**src/rtl/ins_fetch_queue.sv**
```systemverilog
`default_nettype none
// ============================================================================
// Module   : ins_fetch_queue
// Purpose  : Instruction prefetch engine. It runs a two-phase program memory
//            bus (address latch cycle, then read strobe cycle) and fills a
//            small FIFO of {byte, address} pairs for the decoder. A jump
//            redirect flushes the queue and aborts any read in flight.
// Ports    : clk, rst_n        - clock, async active-low reset
//            fetch_en          - allow new bus cycles to start
//            jmp_en, jmp_addr  - one-cycle redirect strobe and target
//            mem_addr, mem_ale, mem_psen_n - registered bus outputs
//            mem_data, mem_ready           - read data and its valid
//            ins_valid, ins_data, ins_pc   - queue head
//            ins_ack           - consumer pops the head
//            q_count           - queue occupancy
// Revision : 1.0 - initial release
// ============================================================================
module ins_fetch_queue #(
  parameter int ADDR_W = 16,
  parameter int DATA_W = 8,
  parameter int DEPTH  = 4
) (
  input  logic                     clk,
  input  logic                     rst_n,
  input  logic                     fetch_en,
  input  logic                     jmp_en,
  input  logic [ADDR_W-1:0]        jmp_addr,
  output logic [ADDR_W-1:0]        mem_addr,
  output logic                     mem_ale,
  output logic                     mem_psen_n,
  input  logic [DATA_W-1:0]        mem_data,
  input  logic                     mem_ready,
  output logic                     ins_valid,
  output logic [DATA_W-1:0]        ins_data,
  output logic [ADDR_W-1:0]        ins_pc,
  input  logic                     ins_ack,
  output logic [$clog2(DEPTH):0]   q_count
);

  localparam int PTR_W = $clog2(DEPTH);
  localparam int CNT_W = PTR_W + 1;
  localparam logic [CNT_W-1:0] c_full = CNT_W'(DEPTH);

  typedef enum logic [1:0] {
    ST_IDLE = 2'd0,
    ST_ADDR = 2'd1,
    ST_READ = 2'd2
  } state_t;

  state_t             r_state;
  logic [ADDR_W-1:0]  r_fetch_pc;
  logic [ADDR_W-1:0]  r_mem_addr;
  logic               r_mem_ale;
  logic               r_mem_psen_n;

  logic [DATA_W-1:0]  r_q_data [DEPTH];
  logic [ADDR_W-1:0]  r_q_pc   [DEPTH];
  logic [PTR_W-1:0]   r_rd_ptr;
  logic [PTR_W-1:0]   r_wr_ptr;
  logic [CNT_W-1:0]   r_count;

  logic               w_push;
  logic               w_pop;
  logic [CNT_W-1:0]   w_count_next;
  logic [ADDR_W-1:0]  w_pc_inc;

  // A redirect wins over both queue operations: data returned in the same
  // cycle as a jump belongs to the abandoned stream.
  assign w_push   = (r_state == ST_READ) && mem_ready && !jmp_en;
  assign w_pop    = ins_ack && (r_count != '0) && !jmp_en;
  assign w_pc_inc = r_fetch_pc + 1'b1;

  // Occupancy after this edge; the READ exit decision uses it so a pop in
  // the completing cycle frees a slot for the next fetch immediately.
  always_comb begin
    w_count_next = r_count;
    if (jmp_en) begin
      w_count_next = '0;
    end else begin
      case ({w_push, w_pop})
        2'b10:   w_count_next = r_count + 1'b1;
        2'b01:   w_count_next = r_count - 1'b1;
        default: w_count_next = r_count;
      endcase
    end
  end

  // --------------------------------------------------------------------------
  // Bus sequencer. Outputs are registered and updated together with the
  // state so ale and psen_n can never overlap.
  // --------------------------------------------------------------------------
  always_ff @(posedge clk or negedge rst_n) begin
    if (!rst_n) begin
      r_state      <= ST_IDLE;
      r_fetch_pc   <= '0;
      r_mem_addr   <= '0;
      r_mem_ale    <= 1'b0;
      r_mem_psen_n <= 1'b1;
    end else if (jmp_en) begin
      r_state      <= ST_IDLE;
      r_fetch_pc   <= jmp_addr;
      r_mem_ale    <= 1'b0;
      r_mem_psen_n <= 1'b1;
    end else begin
      case (r_state)
        ST_IDLE: begin
          r_mem_ale    <= 1'b0;
          r_mem_psen_n <= 1'b1;
          if (fetch_en && (r_count < c_full)) begin
            r_state    <= ST_ADDR;
            r_mem_ale  <= 1'b1;
            r_mem_addr <= r_fetch_pc;
          end
        end
        ST_ADDR: begin
          r_state      <= ST_READ;
          r_mem_ale    <= 1'b0;
          r_mem_psen_n <= 1'b0;
        end
        ST_READ: begin
          // Address is held and psen_n stays low until data arrives.
          if (mem_ready) begin
            r_fetch_pc <= w_pc_inc;
            if (fetch_en && (w_count_next < c_full)) begin
              r_state      <= ST_ADDR;
              r_mem_ale    <= 1'b1;
              r_mem_psen_n <= 1'b1;
              r_mem_addr   <= w_pc_inc;
            end else begin
              r_state      <= ST_IDLE;
              r_mem_ale    <= 1'b0;
              r_mem_psen_n <= 1'b1;
            end
          end
        end
        default: begin
          r_state      <= ST_IDLE;
          r_mem_ale    <= 1'b0;
          r_mem_psen_n <= 1'b1;
        end
      endcase
    end
  end

  // --------------------------------------------------------------------------
  // Prefetch FIFO. DEPTH is a power of two so the pointers wrap naturally.
  // --------------------------------------------------------------------------
  always_ff @(posedge clk or negedge rst_n) begin
    if (!rst_n) begin
      r_rd_ptr <= '0;
      r_wr_ptr <= '0;
      r_count  <= '0;
      for (int i = 0; i < DEPTH; i++) begin
        r_q_data[i] <= '0;
        r_q_pc[i]   <= '0;
      end
    end else if (jmp_en) begin
      r_rd_ptr <= '0;
      r_wr_ptr <= '0;
      r_count  <= '0;
    end else begin
      if (w_push) begin
        r_q_data[r_wr_ptr] <= mem_data;
        r_q_pc[r_wr_ptr]   <= r_fetch_pc;
        r_wr_ptr           <= r_wr_ptr + 1'b1;
      end
      if (w_pop) begin
        r_rd_ptr <= r_rd_ptr + 1'b1;
      end
      r_count <= w_count_next;
    end
  end

  assign mem_addr   = r_mem_addr;
  assign mem_ale    = r_mem_ale;
  assign mem_psen_n = r_mem_psen_n;

  assign ins_valid  = (r_count != '0);
  assign ins_data   = r_q_data[r_rd_ptr];
  assign ins_pc     = r_q_pc[r_rd_ptr];
  assign q_count    = r_count;

endmodule
`default_nettype wire

```
**config.mk**
```make
export PLATFORM = sky130hd
export DESIGN_NAME = ins_fetch_queue
export DESIGN_NICKNAME = d
export VERILOG_FILES = /design/src/rtl/ins_fetch_queue.sv
export SDC_FILE = /design/constraint.sdc
export NUM_CORES = 1
export LEC_CHECK = 0
export CAP_MARGIN = 10
export CORE_MARGIN = 3
export CORE_UTILIZATION = 40
export DETAILED_ROUTE_END_ITERATION = 10
export GPL_TIMING_DRIVEN = 1
export SYNTH_ARGS = -nofsm -noshare
export SYNTH_HDL_FRONTEND = slang
export SYNTH_SLANG_ARGS = --single-unit
```
**constraint.sdc**
```tcl
create_clock -name clk -period 3.7 [get_ports clk]
set_clock_uncertainty 0.15 [all_clocks]
set_input_delay 0.555 -clock clk [delete_from_list [all_inputs] [get_ports clk]]
set_output_delay 0.555 -clock clk [all_outputs]
set_load 0.02 [all_outputs]
```
==> impl_metrics.yaml, run 1 <==
# physical design summary
finish:
  inv_count: 8
  nets: 591
  syn2layout_area_growth_pct: 22.7
  fillCellCount: 1406
  final_cell_mix: "137 x dfrtp_1, 99 x mux2_2, 74 x clkdlybuf4s50_1"
  nNonClkBuffers: 82
  logic_area_mm2: 0.00285
  logic_gate_count: 304
  stdcell_count: 781
  finalInstanceArea_mm2: 0.00803
  flop_area_mm2: 0.00348
  diodes: 0
  seq_area_frac: 0.434
  clkbuf_count: 30
  clk_share: 0.0697
  layout-drive-gt1-share: 0.315
  final_core_util: 0.503
  nonClkBufAreaFrac: 0.103
  comb_share: 0.356
  lay_top_count: "dfrtp_1"
  ff_count: 139
  dominant_cells: "sequential cells"
clock_tree:
  cts_resized: 0
  clk_latency_ns: 0.41
  cts_buffers: 17
  clockBufferDepth: 2
  cts_tree: "done"
  post-cts-setup-buffer-count: 0
  cts.sinks: 139
  holdBufCountCts: 0
  h-tree-depth: 4
  clockRootBuffer: "clkbuf_16"
  path_clk_slew_ns: 0.05
global_routing:
  grt_pass1_vias: 4191
  grt_antenna_before_repair: 0
  grt_overflow: 0
  grt_pass1_wl_um: 22800
  track_usage: 0.166
  grt_max_degree: 81
die:
  row_count: 46
  tapCellCount: 216
  die_h_um: 134
  core_area_mm2: 0.0159
  die_w_um: 134
  fp_util: 0.410
  chip_area_mm2: 0.0179
  pin_count: 76
synth:
  numSynthFlops: 139
  yosysCellCount: 486
  ys_seq_frac: 0.532
  synth_nets: 525
  yosysChipArea_mm2: 0.00654
  ys_types: 36
  synth_area_mm2: 0.00654
  ys.warnings.count: 0
  syn_inst: 486
  synth_area_per_cell_um2: 13.5
power:
  maxPowerGroup: "registers"
  pg_seq_mw: 1.83
  p_leak_nw: 3.58
  p_int_mw: 3.24
  irDropWorstVdd_mv: 0.362
  clkPwrFrac: 0.365
  combPwrFrac: 0.217
  total_power_mw: 4.38
  pg_clk_mw: 1.60
  p_switching_mw: 1.14
  powerDensity_mw_per_mm2: 546
  swShare: 0.259
  pwr-share-seq: 0.418
  p_comb_mw: 0.950
worst_setup_path:
  rr_startpoint: "q_count[1]$_DFFE_PN0P_"
  slowest_stage: "dfrtp_2"
  crit_path_end: "ins_pc[6]"
  reg2reg_depth: 12
  crit_fanout: 16
  worstSetupPathDepth: 3
  crit_type: "flip-flop to primary output"
  required_ns: 2.99
  crit_arrival_ns: 2.43
  cp_top_family: "buffers and inverters"
  worstPathCellList: "buf_12 > mux4_2 > clkdlybuf4s50_1"
  critPathCaptureType: "primary output"
  slowest_delay_ns: 0.64
  start_kind: "flip-flop"
  cp-startpoint: "r_rd_ptr[0]$_DFFE_PN0P_"
  r2r_setup_slack_ns: 0.64
  cp.buffers_inverters: 2
route:
  routedWlPerCell_um: 17.9
  firstDrtPassIters: 4
  via_per_inst: 5.04
  vias: 3940
  wirelength_um: 14000
  antenna_left: 0
  drc: 0
  drt_iter0_drc: 194
sta:
  setup_viol: 0
  totalNegativeSetupSlack_ns: 0
  slew_viol_final: 0
  fin_crit_sh: 0.847
  fmax_mhz: 319
  fin_ws_ns: 0.565
  whs_ns: 0.0342
  hold_viol: 0
  finalCriticalPeriod_ns: 3.13
  rsz0062_at_grt: "no"
  tightest_slew_ns: 0.782
  maxSlewHeadroom: 0.477
place:
  placed_area_mm2: 0.00747
  gp_congestion: 0.786
  preCtsSetupSlack_ns: 0.228
  io_buffers: 75
  numPlacedInstances: 749
  dp_hpwl_um: 9180
worst_hold_path:
  hold_class: "input port to async pin"
status:
  outcome: "finished, final reports clean"
flow_run:
  tool_warnings: 31
  cap_viol_max_count: 0
-- run 1: Yosys cell counts, drive strengths merged --
| cell | n | area (um^2) |
|---|---|---|
| xor2 | 18 | 158 |
| or3 | 1 | 6.26 |
| nand2b | 1 | 13.8 |
| mux4 | 24 | 541 |
| or2 | 2 | 12.5 |
| mux2i | 1 | 10.0 |
| nand3b | 2 | 15.0 |
| dfstp | 1 | 26.3 |
| o21a | 2 | 16.3 |
| o21ai | 20 | 100 |
| a31oi | 1 | 6.26 |
| clkbuf | 12 | 46.3 |
| nand3 | 10 | 50.1 |
| dfrtp | 138 | 3450 |
| o211ai | 1 | 12.5 |
| nor4 | 5 | 31.3 |
| nor3 | 7 | 35.0 |
| mux2 | 107 | 1230 |
| buf | 23 | 130 |
| nand4 | 4 | 31.3 |
| xnor2 | 18 | 158 |
| nand2 | 43 | 174 |
| nor2 | 18 | 67.6 |
| or4 | 1 | 7.51 |
| ha | 9 | 113 |
| a21oi | 7 | 35.0 |
| inv | 8 | 32.5 |
| nor3b | 2 | 26.3 |
-- run 1: metal layers --
layer	global-route usage	share of wire	up-vias
met5	0	0	-
met4	0.0651	0.015	0
met1	0.212	0.45	2015
li1	-	-	1845
met2	0.272	0.50	64
met3	0.0424	0.039	16
-- run 1: flip-flops by register name, summed over array words and instances (netlist names) --
register	cells
r_q_pc	64
r_q_data	32
mem_addr	16
r_fetch_pc	16
q_count	3
r_rd_ptr	2
r_state	2
r_wr_ptr	2
mem_ale	1
mem_psen_n	1
-- run 1: logic make-up after synthesis --
| kind of cell | share of synthesized area |
|---|---|
| mux | 0.273 |
| compound gates | 0.0260 |
| flops | 0.532 |
| fa+ha+maj | 0.0172 |
| buf+inv | 0.0319 |
| simple gates | 0.0719 |
| xor+xnor | 0.0482 |
Figure 1. Layout detail (run 1).
Bar = 10 um. Region (21, 21) to (46, 46) um. Cells in gray, sequential cells in the stronger gray; small squares are vias.
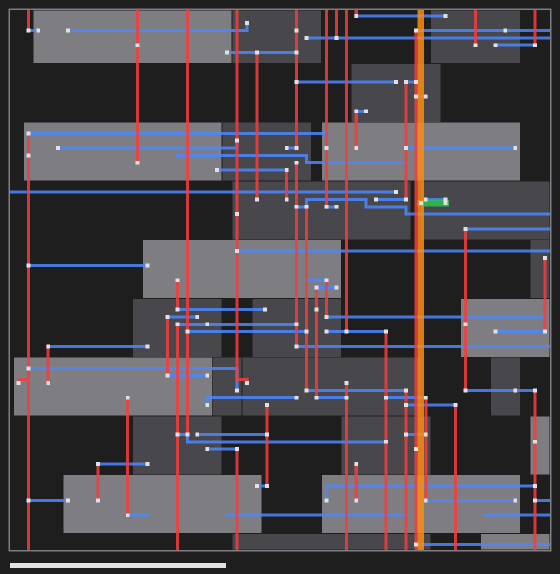
| color | layer |
|---|---|
| green | M3 |
| blue | M1 |
| orange | M4 |
| red | M2 |
netlist names of flops here include: r_q_pc (7)
most frequent: mux2_2 (8), dfrtp_1 (7)
cells with their middle in the window: 20
sequential cells in the window: 7

Figure 2. Gate-type map (run 1).
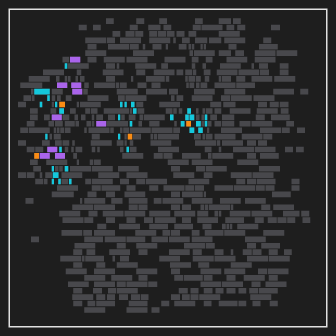
| color | family | cells |
|---|---|---|
| orange | and/or cells | 4 |
| purple | fa/ha/maj cells | 9 |
| cyan | nor cells | 32 |

Figure 3. Where the registers sit (run 1).
Bar = 50 um.
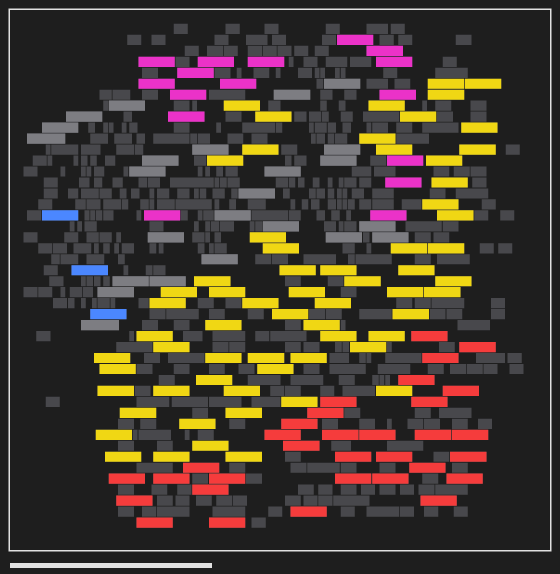
| color | name in the netlist | flops |
|---|---|---|
| magenta | mem_addr | 16 |
| red | r_q_data | 32 |
| yellow | r_q_pc | 64 |
| blue | q_count | 3 |

Figure 4. I/O nets highlighted (run 1).
Bar = 50 um.
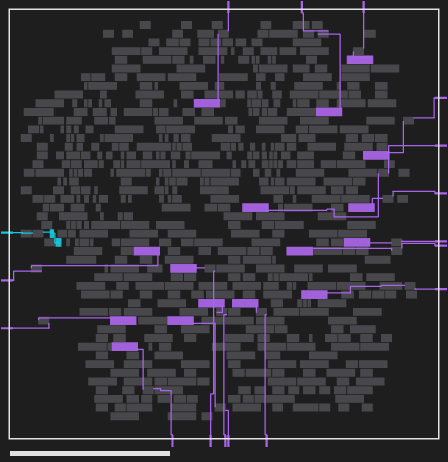
| color | port | direction | end cells | wire |
|---|---|---|---|---|
| cyan | ins_ack | input | 2 | 15.3 um |
| purple | ins_pc | output | 16 | 629 um |

Figure 5. Routing congestion (run 1).
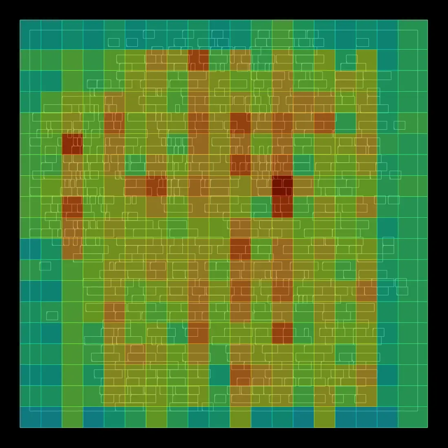

==> run 1 -> run 2 <==
==> constraint.sdc (replaced) <==
create_clock -name clk -period 3.2 [get_ports clk]
set_clock_uncertainty 0.15 [all_clocks]
set_input_delay 0.48 -clock clk [delete_from_list [all_inputs] [get_ports clk]]
set_output_delay 0.48 -clock clk [all_outputs]
set_load 0.02 [all_outputs]
Figure 6. Routing congestion (run 2).
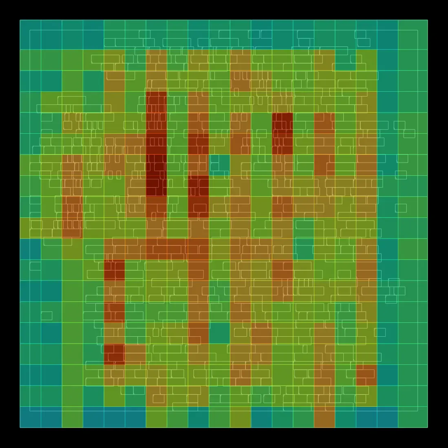
met2 GRT Util: 0.279
GRT Total Usage: 0.165
M3 GR Usage: 0.0383
global route hottest layer: met2

==> impl_metrics.yaml, run 2 <==
# physical design summary
power:
  swShare: 0.258
  irDropWorstVdd_mv: 0.454
  pwr-share-seq: 0.408
  p_switching_mw: 1.34
  p_int_mw: 3.85
  powerDensity_mw_per_mm2: 636
  clkPwrFrac: 0.379
  p_comb_mw: 1.11
  total_power_mw: 5.20
  pg_seq_mw: 2.12
  maxPowerGroup: "registers"
clock_tree:
  cts_tree: "done"
  clockBufferDepth: 2
  clk_latency_ns: 0.41
  clockRootBuffer: "clkbuf_16"
  path_clk_slew_ns: 0.06
finish:
  largest_register: "r_q_pc"
  nets: 604
  layout-drive-gt1-share: 0.337
  finalInstanceArea_mm2: 0.00817
  fillCellCount: 1378
  diodes: 0
  final_cell_mix: "137 x dfrtp_1, 99 x mux2_2, 74 x clkdlybuf4s50_1"
  reg_top3: "r_q_pc (64), r_q_data (32)"
  lay_top_count: "dfrtp_1"
  syn2layout_area_growth_pct: 24.9
synth:
  synth_area_per_cell_um2: 13.5
  ys_types: 36
  numSynthFlops: 139
  flop_cell: "dfrtp_1"
  yosysCellCount: 486
  synth_nets: 525
  topCellsByArea: "dfrtp_1 53%, mux2_2 17%, mux4_2 8.3%"
  top_cell: "dfrtp_1"
  syn_inst: 486
  yosysChipArea_mm2: 0.00654
  ys_seq_frac: 0.532
  synth_area_mm2: 0.00654
  yosysTopAreaCellShare: 0.528
  ys.warnings.count: 0
worst_setup_path:
  crit_arrival_ns: 3.11
  worstSetupPathDepth: 12
  required_ns: 3.35
  cp_top_family: "simple AND/OR/NAND/NOR gates"
  crit_fanout: 17
  rr_startpoint: "q_count[2]$_DFF_PN0_"
  crit_path_end: "mem_addr[5]$_DFFE_PN0P_"
  cp-startpoint: "q_count[2]$_DFF_PN0_"
  worstPathCellList: "or3_1 > nand2_1 > nor2_1 > ha_1 > xor2_1 > ha_1 > a21oi_1 > xnor2_1 > o211ai_2 > nand2_2 > inv_6 > mux2_2"
route:
  route.met2.wl_um: 7070
  top_layer_used: "met5"
  drt_iter0_drc: 180
  via_per_inst: 5.06
  met3WireLength_um: 463
  wirelength_um: 13900
sta:
  finalCriticalPeriod_ns: 2.97
  maxSlewHeadroom: 0.554
  fin_crit_sh: 0.927
  whs_ns: 0.310
  fmax_mhz: 337
  totalNegativeSetupSlack_ns: 0
  slew_viol_final: 0
  fin_ws_ns: 0.235
  hold_viol: 0
worst_hold_path:
  hold_class: "flip-flop to flip-flop"
die:
  chip_area_mm2: 0.0179
  fp_util: 0.410
  die_w_um: 134
global_routing:
  grt_pass1_vias: 4346
  use_met1: 0.205
  grt_antenna_before_repair: 1
  grt_max_degree: 74
  grt_overflow: 0
  grt_pass1_wl_um: 22800
flow_run:
  cap_viol_max_count: 0
  tool_warnings: 31
status:
  outcome: "finished, final reports clean"
place:
  numPlacedInstances: 761
  dp_hpwl_um: 9430
  io_buffers: 75
Figure 7. Where the registers sit (run 2).
Bar = 50 um.
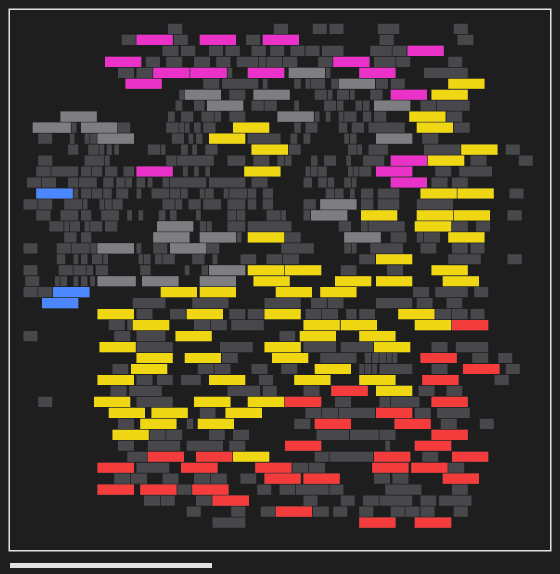
| color | name in the netlist | flops |
|---|---|---|
| blue | q_count | 3 |
| red | r_q_data | 32 |
| yellow | r_q_pc | 64 |
| magenta | mem_addr | 16 |
not colored: 24

## run 2: cell types whose count changed in the layout (fill, tap and decap cells not counted), sizes merged
| cell | delta |
|---|---|
| bufinv | +2 |
| clkinv | +3 |
| buf | +12 |
| dlygate4sd3 | +1 |
| clkinvlp | +1 |
| clkbuf | -8 |
## run 2: logic make-up (layout without fill, tap and decap cells)
logic type      count (synthesis)  after routing  synth area share
flops                         139            139             0.532
buf+inv                        43            133            0.0319
xor+xnor                       36             36            0.0482
fa+ha+maj                       9              9            0.0172
mux                           132            132             0.273
compound gates                 31             31            0.0260
simple gates                   96             96            0.0719
## run 2: area by class of cell
| class | count | share of cell area |
|---|---|---|
| Sequential cell | 139 | 0.426 |
| Multi-Input combinational cell | 304 | 0.349 |
| Timing Repair Buffer | 95 | 0.115 |
| Clock buffer | 22 | 0.0580 |
| Tap cell | 216 | 0.0331 |
| Clock inverter | 8 | 0.0144 |
| Inverter | 8 | 0.00429 |
## run 2: worst min path at each step
| stage | to | slack [ns] | depth (start not counted) |
|---|---|---|---|
| floorplan | mem_addr[0]$_DFFE_PN0P_ | 0.03 | 0 |
| global placement | mem_psen_n$_DFFE_PN1P_ | 0.30 | 2 |
| detailed placement | mem_psen_n$_DFFE_PN1P_ | 0.30 | 2 |
| CTS | mem_psen_n$_DFFE_PN1P_ | 0.32 | 2 |
| global route | mem_psen_n$_DFFE_PN1P_ | 0.35 | 2 |
| finish | mem_psen_n$_DFFE_PN1P_ | 0.31 | 2 |
## run 2: what timing repair did
item,4_1_cts,5_1_grt
endpoints found under the setup margin,0,6
gates resized,0,1
hold endpoints to repair,70,0
hold buffers,1,0
## run 2: tightest hold or removal path, cell delays in order (launching register included)
cell and delay, ns:
dfstp_2 0.37, nand2_1 0.05, nand2_1 0.05
Power and IR drop assume default switching activity.
